==> images/io_fan.png <==
The bar under the picture is 100 um long.
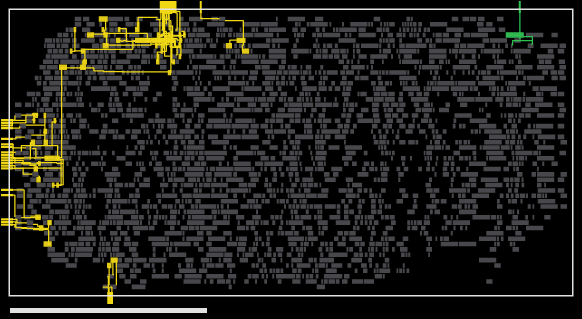
==> images/power_grid.png <==
The bar under the picture is 100 um long. Pins as bars on the die edge.
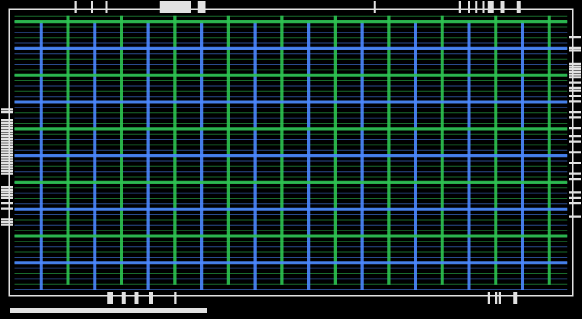
==> images/cell_density.png <==
The bar under the picture is 100 um long. 29 x 14 tiles, from black (low) to pale yellow (high), 0 to 100% covered.
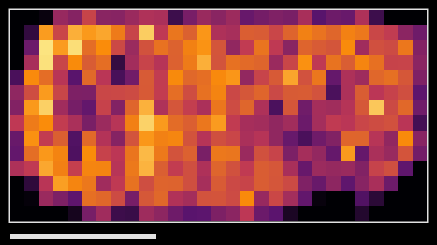
===== src/rtl/fp_adder_pipelined.sv =====
// 3-stage pipelined IEEE-754 adder/subtractor: S1 unpack/align, S2 add/normalize, S3 round/pack.
// Flush-to-zero on denormal inputs and on underflowing results; round to nearest, ties to even.
module fp_adder_pipelined #(
    parameter  int EXP_W = 8,
    parameter  int MAN_W = 23,
    localparam int W     = 1 + EXP_W + MAN_W
) (
    input  logic         clk,
    input  logic         rst_n,
    input  logic         in_valid,
    output logic         in_ready,
    input  logic [W-1:0] op_a,
    input  logic [W-1:0] op_b,
    input  logic         sub,
    output logic         out_valid,
    input  logic         out_ready,
    output logic [W-1:0] result,
    output logic         overflow,
    output logic         underflow,
    output logic         invalid,
    output logic         inexact,
    output logic [3:0]   flags_sticky
);
    localparam int SW  = MAN_W + 4;          // hidden + fraction + guard/round/sticky
    localparam int ESW = EXP_W + 2;          // room for exponent carry and negative excursion
    localparam int LZW = $clog2(SW + 1);
    localparam logic [W-1:0] QNAN = {1'b0, {EXP_W{1'b1}}, 1'b1, {(MAN_W-1){1'b0}}};

    function automatic logic [LZW-1:0] lzc(input logic [SW-1:0] v);
        lzc = LZW'(SW);
        for (int i = 0; i < SW; i++)
            if (v[i]) lzc = LZW'(SW - 1 - i);
    endfunction

    logic [3:1] vld_pipe, en;
    assign en[3]     = !vld_pipe[3] | out_ready;
    assign en[2]     = !vld_pipe[2] | en[3];
    assign en[1]     = !vld_pipe[1] | en[2];
    assign in_ready  = en[1];
    assign out_valid = vld_pipe[3];

    // ---------------- S1: unpack / swap / align ----------------
    logic             sa, sb, za, zb, a_inf, b_inf, a_nan, b_nan, swap, sl;
    logic [EXP_W-1:0] ea, eb, el, es, ediff;
    logic [MAN_W-1:0] fa, fb, fl, fs;
    logic             zs, c_spec, c_inv;
    logic [SW-1:0]    sig_l, sig_s, sig_al, ones;
    logic [W-1:0]     c_sres;

    always_comb begin
        sa    = op_a[W-1];
        sb    = op_b[W-1] ^ sub;
        ea    = op_a[W-2:MAN_W];
        eb    = op_b[W-2:MAN_W];
        za    = (ea == '0);
        zb    = (eb == '0);
        fa    = za ? '0 : op_a[MAN_W-1:0];
        fb    = zb ? '0 : op_b[MAN_W-1:0];
        a_inf = (&ea) && (fa == '0);
        b_inf = (&eb) && (fb == '0);
        a_nan = (&ea) && (fa != '0);
        b_nan = (&eb) && (fb != '0);
        swap  = {eb, fb} > {ea, fa};
        el    = swap ? eb : ea;
        es    = swap ? ea : eb;
        fl    = swap ? fb : fa;
        fs    = swap ? fa : fb;
        sl    = swap ? sb : sa;
        zs    = swap ? za : zb;
        sig_l = {1'b1, fl, 3'b000};
        sig_s = {!zs, fs, 3'b000};
        ediff = el - es;
        ones  = '1;
        if (int'(ediff) >= SW - 1)
            sig_al = {{(SW-1){1'b0}}, |sig_s};
        else
            sig_al = (sig_s >> ediff) | {{(SW-1){1'b0}}, |(sig_s & ~(ones << ediff))};
        c_inv  = a_inf & b_inf & (sa ^ sb);
        c_spec = a_nan | b_nan | a_inf | b_inf | (za & zb);
        if (a_nan | b_nan | c_inv) c_sres = QNAN;
        else if (a_inf)            c_sres = {sa, {EXP_W{1'b1}}, {MAN_W{1'b0}}};
        else if (b_inf)            c_sres = {sb, {EXP_W{1'b1}}, {MAN_W{1'b0}}};
        else                       c_sres = {sa & sb, {(W-1){1'b0}}};
    end

    logic             s1_spec, s1_inv, s1_sign, s1_esub;
    logic [W-1:0]     s1_sres;
    logic [EXP_W-1:0] s1_exp;
    logic [SW-1:0]    s1_siga, s1_sigb;

    always_ff @(posedge clk or negedge rst_n) begin
        if (!rst_n) begin
            vld_pipe[1] <= 1'b0;
            s1_spec <= 1'b0; s1_inv <= 1'b0; s1_sign <= 1'b0; s1_esub <= 1'b0;
            s1_sres <= '0;   s1_exp <= '0;   s1_siga <= '0;   s1_sigb <= '0;
        end else if (en[1]) begin
            vld_pipe[1] <= in_valid;
            s1_spec <= c_spec; s1_inv <= c_inv; s1_sign <= sl; s1_esub <= sa ^ sb;
            s1_sres <= c_sres; s1_exp <= el;    s1_siga <= sig_l; s1_sigb <= sig_al;
        end
    end

    // ---------------- S2: add / normalize ----------------
    logic [SW:0]      sum;
    logic [LZW-1:0]   lz;
    logic [SW-1:0]    nsig;
    logic [ESW-1:0]   nexp;

    always_comb begin
        sum = s1_esub ? ({1'b0, s1_siga} - {1'b0, s1_sigb})
                      : ({1'b0, s1_siga} + {1'b0, s1_sigb});
        lz  = lzc(sum[SW-1:0]);
        if (sum[SW]) begin
            nsig = {sum[SW:2], sum[1] | sum[0]};
            nexp = {2'b00, s1_exp} + ESW'(1);
        end else begin
            nsig = sum[SW-1:0] << lz;
            nexp = {2'b00, s1_exp} - ESW'(lz);
        end
    end

    logic             s2_spec, s2_inv, s2_sign, s2_zero;
    logic [W-1:0]     s2_sres;
    logic [ESW-1:0]   s2_exp;
    logic [SW-1:0]    s2_sig;

    always_ff @(posedge clk or negedge rst_n) begin
        if (!rst_n) begin
            vld_pipe[2] <= 1'b0;
            s2_spec <= 1'b0; s2_inv <= 1'b0; s2_sign <= 1'b0; s2_zero <= 1'b0;
            s2_sres <= '0;   s2_exp <= '0;   s2_sig <= '0;
        end else if (en[2]) begin
            vld_pipe[2] <= vld_pipe[1];
            s2_spec <= s1_spec; s2_inv <= s1_inv; s2_sign <= s1_sign; s2_zero <= (sum == '0);
            s2_sres <= s1_sres; s2_exp <= nexp;   s2_sig <= nsig;
        end
    end

    // ---------------- S3: round / pack ----------------
    logic [MAN_W:0]   mant;
    logic [MAN_W+1:0] rnd;
    logic [ESW-1:0]   rexp;
    logic [MAN_W-1:0] rfrac;
    logic             grs;
    logic [W-1:0]     n_res;
    logic             n_ovf, n_unf, n_inv, n_inx;

    always_comb begin
        mant  = s2_sig[SW-1:3];
        grs   = |s2_sig[2:0];
        rnd   = {1'b0, mant} + (MAN_W+2)'(s2_sig[2] & (s2_sig[1] | s2_sig[0] | mant[0]));
        rexp  = s2_exp + ESW'(rnd[MAN_W+1]);
        rfrac = rnd[MAN_W+1] ? rnd[MAN_W:1] : rnd[MAN_W-1:0];
        n_res = {s2_sign, rexp[EXP_W-1:0], rfrac};
        n_ovf = 1'b0; n_unf = 1'b0; n_inv = 1'b0; n_inx = grs;
        if (s2_spec) begin
            n_res = s2_sres;
            n_inv = s2_inv;
            n_inx = 1'b0;
        end else if (s2_zero) begin
            n_res = '0;
            n_inx = 1'b0;
        end else if (!rexp[ESW-1] && rexp[ESW-2:0] >= (ESW-1)'((1 << EXP_W) - 1)) begin
            n_res = {s2_sign, {EXP_W{1'b1}}, {MAN_W{1'b0}}};
            n_ovf = 1'b1;
            n_inx = 1'b1;
        end else if (rexp[ESW-1] || rexp == '0) begin
            n_res = {s2_sign, {(W-1){1'b0}}};
            n_unf = 1'b1;
            n_inx = 1'b1;
        end
    end

    always_ff @(posedge clk or negedge rst_n) begin
        if (!rst_n) begin
            vld_pipe[3] <= 1'b0;
            result <= '0; overflow <= 1'b0; underflow <= 1'b0; invalid <= 1'b0; inexact <= 1'b0;
        end else if (en[3]) begin
            vld_pipe[3] <= vld_pipe[2];
            result <= n_res; overflow <= n_ovf; underflow <= n_unf; invalid <= n_inv; inexact <= n_inx;
        end
    end

    always_ff @(posedge clk or negedge rst_n) begin
        if (!rst_n)
            flags_sticky <= '0;
        else if (vld_pipe[3] && out_ready)
            flags_sticky <= flags_sticky | {overflow, underflow, invalid, inexact};
    end
endmodule


===== config.mk =====
export PLATFORM = sky130hd
export DESIGN_NAME = fp_adder_pipelined
export DESIGN_NICKNAME = d
export VERILOG_FILES = /design/src/rtl/fp_adder_pipelined.sv
export SDC_FILE = /design/constraint.sdc
export NUM_CORES = 1
export LEC_CHECK = 0
export CORE_ASPECT_RATIO = 0.5
export CORE_MARGIN = 2
export CORE_UTILIZATION = 40
export DETAILED_ROUTE_END_ITERATION = 6
export GPL_TIMING_DRIVEN = 0
export SYNTH_ARGS = -nofsm -noshare
export SYNTH_HDL_FRONTEND = slang
export SYNTH_SLANG_ARGS = --single-unit

===== constraint.sdc =====
create_clock -name clk -period 5.57 [get_ports clk]
set_input_delay 1.114 -clock clk [delete_from_list [all_inputs] [get_ports clk]]
set_output_delay 1.114 -clock clk [all_outputs]
set_load 0.05 [all_outputs]

==> run summary <==
path category of the worst min-delay check: flop to flop
number of flops mapped to enable cells by yosys: 0
mean area per synthesized cell: 7.90 um2
element type at the critical path start: input pin
master of the slowest instance on the critical path: sky130_fd_sc_hd__mux4_2
Worst Path Arrival: 5.86 ns
clock-pin transition on the worst setup and hold timing paths: 0.07 ns
post-detailed-placement half-perimeter wirelength: 48000 um
combinational gate power: 4.62 mW
clock buffer count from CTS: 17
tool warnings: 52
antenna violations before repair: 0
cycle use final: 0.990
# placed instances: 2644
buffers and inverters on the worst path: 7
Maximum Capacitance Violations: 0
number of unique standard cell types used by synthesis: 119
x dimension of the die: 285 um
final net count: 2380
CTS tree: yes
1st-pass router iterations: 7
Flop+latch power: 1.71 mW
primary flip-flop cell chosen by synthesis mapping: sky130_fd_sc_hd__dfrtp_1
sequential cell fraction of total power: 0.226
largest fanout on the critical path: 6
Crit. End Element: flop
largest buffer count on any clock path: 2
Post-Synthesis Net Count: 2166
via count: 16633
DRC errors left: 0
synthesized netlist cell count: 2004
Clock Latency Late Sink: 0.46 ns
layout cell share with drive strength beyond 1: 0.218
Clock Power Share: 0.161
yosys synthesis chip area: 15800 um2
Top-area cell share: 0.242
total number of yosys warnings: 0
delay of the slowest cell on the worst path: 0.49 ns
placer congestion estimate: 0.955
final hold slack: 0.466 ns
post-route non-filler standard cell count: 2761
Main power group: combinational cells
worst setup path class: input pin to flop
number of standard cells reported by yosys: 2004
register bit total from synthesis: 153
maximum level of the CTS H-tree: 4
first-pass GRT wire length: 93700 um
final setup vio count: 0
final-report hold violation count: 0
area delta synth->final: 28.5%
fraction of power consumed by combinational cells: 0.613
power density of the placed cells: 371 nW/um2
aggregate routed wire length: 61400 um
Max transition margin: 0.267
Data required, critical path: 5.92 ns
count of clock tree sinks: 153
initial detailed-routing violation count: 2087
top achievable clock speed: 0.181 GHz
outcome: complete, no violations
delay-heaviest family, CP: simple AND/OR/NAND/NOR gates
RSZ-0062 raised after global routing: true
count of standard-cell rows: 51
biggest area consumer among synthesized cells: sky130_fd_sc_hd__dfrtp_1
transition time of the tightest slew-check pin: 1.09 ns
Clock Skew: 0.0152 ns
via-per-instance ratio: 6.02
antenna-violating nets left: 0
static leakage: 8.26 nW
count of antenna diodes in the layout: 0
fin crit period: 5.51 ns
routed length per placed instance: 22.2 um
combined global-route utilization of all metal layers: 0.293
switching fraction of total power: 0.486
Int Power: 3.88 mW
net switching component of the power: 3.67 mW
cell with the most instances after synthesis: sky130_fd_sc_hd__nand2_1
cells taking the most area after synthesis: sky130_fd_sc_hd__dfrtp_1, sky130_fd_sc_hd__ha_1, sky130_fd_sc_hd__nand2_1, sky130_fd_sc_hd__mux2i_1, sky130_fd_sc_hd__nor2_1
commonest cells in the synthesized netlist: sky130_fd_sc_hd__nand2_1, sky130_fd_sc_hd__nor2_1, sky130_fd_sc_hd__dfrtp_1
overall die area: 41300 um2
vias in the first global route: 15623
portion of the post-synthesis area used by sequential elements: 0.242
Mapped Area: 15800 um2
total overflow reported by the global router: 0
max-slew violations: 0
buffer type at the clock tree root: sky130_fd_sc_hd__clkbuf_16
maximum number of pins on one net before global-route repair: 97
clock group power: 1.22 mW
fraction of registers with async set or reset after synthesis: 1.00
Notes on io_fan.png above:
legend:
  green:
    port: invalid
    bits: 1
    direction: output
    edge: top
    end_cells: 1
    buffers: 1
    wire: 36.1 um
  yellow:
    port: op_a
    bits: 32
    direction: input
    edge: 19 left, 10 top, 3 bottom
    end_cells: 62
    buffers: 32
    wire: 1190 um
number of primary I/O pins: 111
tally of buffers added on design ports: 109

Notes on power_grid.png above:
legend:
  green:
    net: VDD
  blue:
    net: VSS
rows: 51
signal pins: 111
met5 straps: 10
met4 straps: 20
met1 rails: 52
die extent in y: 145 um
Max rail drop VDD: 256 uV

Notes on cell_density.png above:
fullest tile: 94%
tiles over 75% full: 7.6%
nearly empty tiles: 7.6%
emptiest ninth of the die: lower right
core area: 38900 um2
Core Util at FP: 0.406

## logic make-up after synthesis
family,Yosys count,synth area share
and+or+nand+nor,743,0.220
AOI/OAI and AO/OA,603,0.274
buffers and inverters,222,0.0593
DFF,153,0.242
muxes,124,0.0907
adders and majority gates,94,0.0751
xor gates and xnor gates,65,0.0384
## cells in the final DEF, fill, tap and decap left out, types with 28 or more instances in the layout
cell type	n
sky130_fd_sc_hd__nand3_1	52
sky130_fd_sc_hd__a31oi_1	28
sky130_fd_sc_hd__xnor2_1	30
sky130_fd_sc_hd__nor3_1	38
sky130_fd_sc_hd__dfrtp_1	151
sky130_fd_sc_hd__clkdlybuf4s50_1	93
sky130_fd_sc_hd__nand2_1	243
sky130_fd_sc_hd__o21ai_0	105
sky130_fd_sc_hd__mux2i_1	75
sky130_fd_sc_hd__nand4_1	31
sky130_fd_sc_hd__clkbuf_1	47
sky130_fd_sc_hd__nor2_1	180
sky130_fd_sc_hd__buf_4	93
sky130_fd_sc_hd__ha_1	78
sky130_fd_sc_hd__a21oi_1	106
sky130_fd_sc_hd__inv_1	83
## state kept, by name, summed over array words and instances, names as in the netlist, 2 cells and up
name	cells
vld_pipe	2
s1_siga	24
s1_sres	3
s2_exp	10
s1_sigb	27
flags_sticky	4
s1_exp	8
s2_sig	27
s2_sres	3
result	32
## path summary, 6_finish.rpt
| path | startpoint | cells after the start | slack, ns | end |
|---|---|---|---|---|
| hold / removal | flags_sticky[3] | 1 | 0.47 | flags_sticky[3] |
| min in group asynchronous | rst_n | 1 | 0.61 | s1_siga[25] |
| max in group asynchronous | rst_n | 2 | 4.03 | result[12] |
| setup / recovery | op_b[29] | 25 | 0.06 | s1_sigb[0] |
| setup reg to reg | s1_siga[3] | 24 | 0.25 | s2_exp[7] |
| hold reg to reg | flags_sticky[3] | 1 | 0.47 | flags_sticky[3] |
## metal layers
layer	up-vias	track usage	part of all wire	wire length, um
li1	7838	-	-	-
met1	7989	0.424	0.47	29100
met2	682	0.440	0.43	26100
met3	124	0.0405	0.064	3960
met4	0	0.114	0.036	2200
met5	-	0	0	0
## area by class of cell
type                    count  area (um2)
plain buffers             115         717
well taps                 530         663
inverters                 100         400
fillers                  3773       18600
flip-flops and latches    153        3830
multi-input cells        1630       12300
repair buffers            201        1840
clock buffers              19         453
clock inverters            13         156
## through the flow
step / cell area, um2 / total power [mW] / TNS [ns] / utilization / worst slack, ns
6_report: 20300 / 7.55 / 0 / 0.522 / 0.0551
5_1_grt: 20300 / 7.98 / -0.387 / 0.522 / -0.0777
4_1_cts: 19300 / 7.21 / -0.000414 / 0.496 / -0.000414
3_5_place_dp: 17700 / 5.77 / -98.67 / 0.454 / -2.47
3_3_place_gp: 17600 / 5.75 / -540.58 / 0.453 / -2.94
2_1_floorplan: 15900 / 4.49 / 0 / - / 0.00910
## timing repair
action	in CTS	in global routing
pin swaps	48	69
hold buffers	0	0
resized	215	179
setup buffers	51	37
endpoints found under the setup margin	66	36
gates cloned	3	1
Power and IR drop assume default switching activity.
